`src/rtl/iterative_alu_if.sv`:
```
// Operand/result handshake bundle for iterative_alu: request side (iValid/oReady)
// and result side (oValid/iReady) with their payloads.
interface iterative_alu_if #(
  parameter int unsigned WIDTH = 32
);
  logic             iValid;
  logic             oReady;
  logic [3:0]       iAluCtrl;
  logic [WIDTH-1:0] iA;
  logic [WIDTH-1:0] iB;
  logic             oValid;
  logic             iReady;
  logic [WIDTH-1:0] oResult;
  logic             oZero;
  logic             oBranchTaken;

  modport master (
    output iValid, iAluCtrl, iA, iB, iReady,
    input  oReady, oValid, oResult, oZero, oBranchTaken
  );

  modport slave (
    input  iValid, iAluCtrl, iA, iB, iReady,
    output oReady, oValid, oResult, oZero, oBranchTaken
  );
endinterface

```
`src/rtl/iterative_alu.sv`:
```
// Execute-stage ALU: single-cycle arithmetic/logic/branch ops, iterative shifts
// of up to SHIFT_STEP bits per cycle, valid/ready on both request and result.
module iterative_alu #(
  parameter int unsigned WIDTH      = 32,
  parameter int unsigned SHIFT_STEP = 1
) (
  input logic           iClk,
  input logic           iRst,
  iterative_alu_if.slave bus
);
  localparam int unsigned SW = $clog2(WIDTH);
  localparam int unsigned CW = SW + 1;
  localparam logic [CW-1:0] STEP = CW'(SHIFT_STEP);

  typedef enum logic [1:0] {IDLE, SHIFT, DONE} state_t;
  typedef enum logic [1:0] {SH_LL, SH_RL, SH_RA} shKind_t;

  state_t           state;
  shKind_t          kind;
  logic [WIDTH-1:0] result;
  logic [CW-1:0]    remaining;
  logic             zero;
  logic             branch;

  logic [WIDTH-1:0] aluRes;
  logic             aluBr;
  logic             isShift;
  shKind_t          aluKind;
  logic [SW-1:0]    shamt;
  logic [WIDTH-1:0] diff;
  logic             sLess;

  logic [CW-1:0]    step;
  logic [CW-1:0]    remNext;
  logic [WIDTH-1:0] shifted;

  assign bus.oReady       = (state == IDLE) && !iRst;
  assign bus.oValid       = (state == DONE);
  assign bus.oResult      = result;
  assign bus.oZero        = zero;
  assign bus.oBranchTaken = branch;

  always_comb begin
    shamt   = bus.iB[SW-1:0];
    diff    = bus.iA - bus.iB;
    sLess   = $signed(bus.iA) < $signed(bus.iB);
    aluRes  = bus.iA + bus.iB;
    aluBr   = 1'b0;
    isShift = 1'b0;
    aluKind = SH_LL;
    case (bus.iAluCtrl)
      4'b1000: begin aluRes = diff; aluBr = (bus.iA == bus.iB); end
      4'b1100: begin aluRes = diff; aluBr = (bus.iA != bus.iB); end
      4'b1010: begin aluRes = diff; aluBr = sLess; end
      4'b1110: begin aluRes = diff; aluBr = !sLess; end
      4'b0001: begin aluRes = bus.iA; isShift = 1'b1; aluKind = SH_LL; end
      4'b1001: begin aluRes = bus.iA; isShift = 1'b1; aluKind = SH_RL; end
      4'b1101: begin aluRes = bus.iA; isShift = 1'b1; aluKind = SH_RA; end
      4'b0010: aluRes = {{(WIDTH-1){1'b0}}, sLess};
      4'b0011: aluRes = {{(WIDTH-1){1'b0}}, (bus.iA < bus.iB)};
      4'b0100: aluRes = bus.iA ^ bus.iB;
      4'b0110: aluRes = bus.iA | bus.iB;
      4'b0111: aluRes = bus.iA & bus.iB;
      default: aluRes = bus.iA + bus.iB;
    endcase
  end

  // SRA keeps the captured sign because the working value's MSB never changes.
  always_comb begin
    step    = (remaining < STEP) ? remaining : STEP;
    remNext = remaining - step;
    case (kind)
      SH_RL:   shifted = result >> step;
      SH_RA:   shifted = $signed(result) >>> step;
      default: shifted = result << step;
    endcase
  end

  always_ff @(posedge iClk or posedge iRst) begin
    if (iRst) begin
      state     <= IDLE;
      kind      <= SH_LL;
      result    <= '0;
      remaining <= '0;
      zero      <= 1'b0;
      branch    <= 1'b0;
    end else begin
      case (state)
        IDLE: begin
          if (bus.iValid) begin
            kind <= aluKind;
            if (isShift && (shamt != '0)) begin
              state     <= SHIFT;
              result    <= bus.iA;
              remaining <= {1'b0, shamt};
              zero      <= 1'b0;
              branch    <= 1'b0;
            end else begin
              state  <= DONE;
              result <= aluRes;
              zero   <= (aluRes == '0);
              branch <= aluBr;
            end
          end
        end
        SHIFT: begin
          result    <= shifted;
          remaining <= remNext;
          if (remNext == '0) begin
            state <= DONE;
            zero  <= (shifted == '0);
          end
        end
        DONE: begin
          if (bus.iReady) state <= IDLE;
        end
        default: state <= IDLE;
      endcase
    end
  end
endmodule

```
`src/flat_wrapper.sv`:
```
// flat-port wrapper written by rule: the top's interface ports become plain ports
module iterative_alu_flat 
#(
  parameter int unsigned WIDTH      = 32,
  parameter int unsigned SHIFT_STEP = 1
)
  (iClk, iRst, bus_iValid, bus_iAluCtrl, bus_iA, bus_iB, bus_iReady, bus_oReady, bus_oValid, bus_oResult, bus_oZero, bus_oBranchTaken);
  iterative_alu_if #(.WIDTH(WIDTH)) bus_i ();
  input logic iClk;
  input logic iRst;
  input wire logic [$bits(bus_i.iValid)-1:0] bus_iValid;
  input wire logic [$bits(bus_i.iAluCtrl)-1:0] bus_iAluCtrl;
  input wire logic [$bits(bus_i.iA)-1:0] bus_iA;
  input wire logic [$bits(bus_i.iB)-1:0] bus_iB;
  input wire logic [$bits(bus_i.iReady)-1:0] bus_iReady;
  output wire logic [$bits(bus_i.oReady)-1:0] bus_oReady;
  output wire logic [$bits(bus_i.oValid)-1:0] bus_oValid;
  output wire logic [$bits(bus_i.oResult)-1:0] bus_oResult;
  output wire logic [$bits(bus_i.oZero)-1:0] bus_oZero;
  output wire logic [$bits(bus_i.oBranchTaken)-1:0] bus_oBranchTaken;
  assign bus_i.iValid = bus_iValid;
  assign bus_i.iAluCtrl = bus_iAluCtrl;
  assign bus_i.iA = bus_iA;
  assign bus_i.iB = bus_iB;
  assign bus_i.iReady = bus_iReady;
  assign bus_oReady = bus_i.oReady;
  assign bus_oValid = bus_i.oValid;
  assign bus_oResult = bus_i.oResult;
  assign bus_oZero = bus_i.oZero;
  assign bus_oBranchTaken = bus_i.oBranchTaken;
  iterative_alu #(.WIDTH(WIDTH), .SHIFT_STEP(SHIFT_STEP)) u_core (.iClk(iClk), .iRst(iRst), .bus(bus_i));
endmodule
```
`config.mk`:
```
export PLATFORM = sky130hd
export DESIGN_NAME = iterative_alu_flat
export DESIGN_NICKNAME = d
export VERILOG_FILES = /design/src/rtl/iterative_alu_if.sv /design/src/rtl/iterative_alu.sv /design/src/flat_wrapper.sv
export SDC_FILE = /design/constraint.sdc
export NUM_CORES = 1
export LEC_CHECK = 0
export CORE_MARGIN = 5
export CORE_UTILIZATION = 45
export CTS_CLUSTER_DIAMETER = 80
export CTS_CLUSTER_SIZE = 24
export DETAILED_ROUTE_END_ITERATION = 8
export PLACE_DENSITY = 0.71
export SLEW_MARGIN = 15
export SYNTH_ARGS = -nofsm -noshare
export SYNTH_HDL_FRONTEND = slang
export SYNTH_SLANG_ARGS = --single-unit
```
`constraint.sdc`:
```
create_clock -name iClk -period 3.1 [get_ports iClk]
set_input_delay 0.31 -clock iClk [delete_from_list [all_inputs] [get_ports iClk]]
set_output_delay 0.31 -clock iClk [all_outputs]
set_load 0.1 [all_outputs]
```
==> results.cfg <==
; generated from flow reports
[outcome]
status = complete, but fails checks
violations = negative setup slack

[logic_synthesis]
synth_xor_xnor_area_share_pct = 0.4858
synthTopLogicFamily = AND-OR/OR-AND gates
top_cell_area_share_pct = 13.74
ys_warn_count = 0
largest_area_cell = ha_1

[final_layout]
final_cell_mix = buf_4 (475), nor2_1 (126), nand2_1 (107)
drive_gt1_share_pct = 44.14

[power]
switching_share_pct = 57.27
seq_power_mw = 1.23
internal_power_mw = 3.410
combPwrFrac_pct = 76.5

[sta]
final.setup.worst_slack_ps = -168.7
setup-violations-final = 5

[worst_setup_path]
crit_start = bus_iB[4]
r2r-end = u_core.bus.oZero
reg2reg_slack_ps = 380
crit_cells = 18
crit_type = in -> reg

[clocking]
h-tree-depth = 2

[drt]
vias_per_cell = 6.437

[hold_path]
min_path_type = in -> async
[registers in the layout, summed over array words and instances, names as in the netlist]
name and cells:
u_core.kind 2, u_core.remaining 6, u_core.bus.oResult 32, u_core.bus.oBranchTaken 1
u_core.state 2, u_core.bus.oZero 1
[worst max-delay path by stage]
stage / slack [ps] / end
global placement: -1310 / u_core.bus.oZero
global route: -350 / u_core.bus.oZero
CTS: -80 / u_core.bus.oZero
detailed placement: -1410 / u_core.bus.oZero
finish: -170 / u_core.bus.oZero
floorplan: 7 / u_core.bus.oZero
[through the flow]
step / instances / instance area [µm²] / hold slack (ps)
detailed placement: 2009 / 13220 / 500.4
global route: 2082 / 15610 / 348.3
finish: 2082 / 15610 / 294.1
floorplan: 1314 / 9067 / 484.5
CTS: 2066 / 15050 / 307.0
global placement: 2009 / 13220 / 501.5
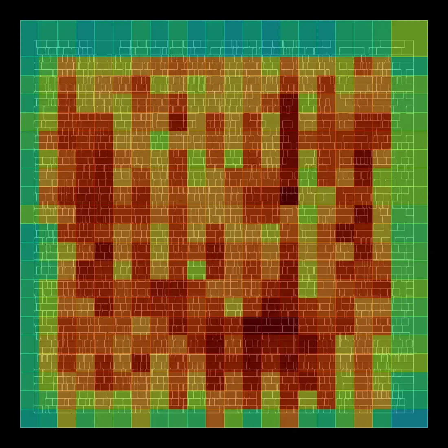
*Congestion heat map*
GR Util met2: 62.30%
Total GRT Usage: 37.57%
GR peak layer: met2

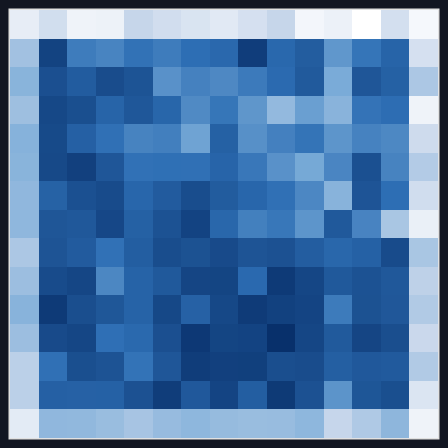
*Placement density heat map*
15 x 15 tiles, from white (low) to dark blue (high), 0 to 100% covered.
mean over tiles = 67%
nearly empty tiles = 0.40%
fullest tile = 100%
tiles over 75% full = 52%
emptiest ninth of the die = north-east

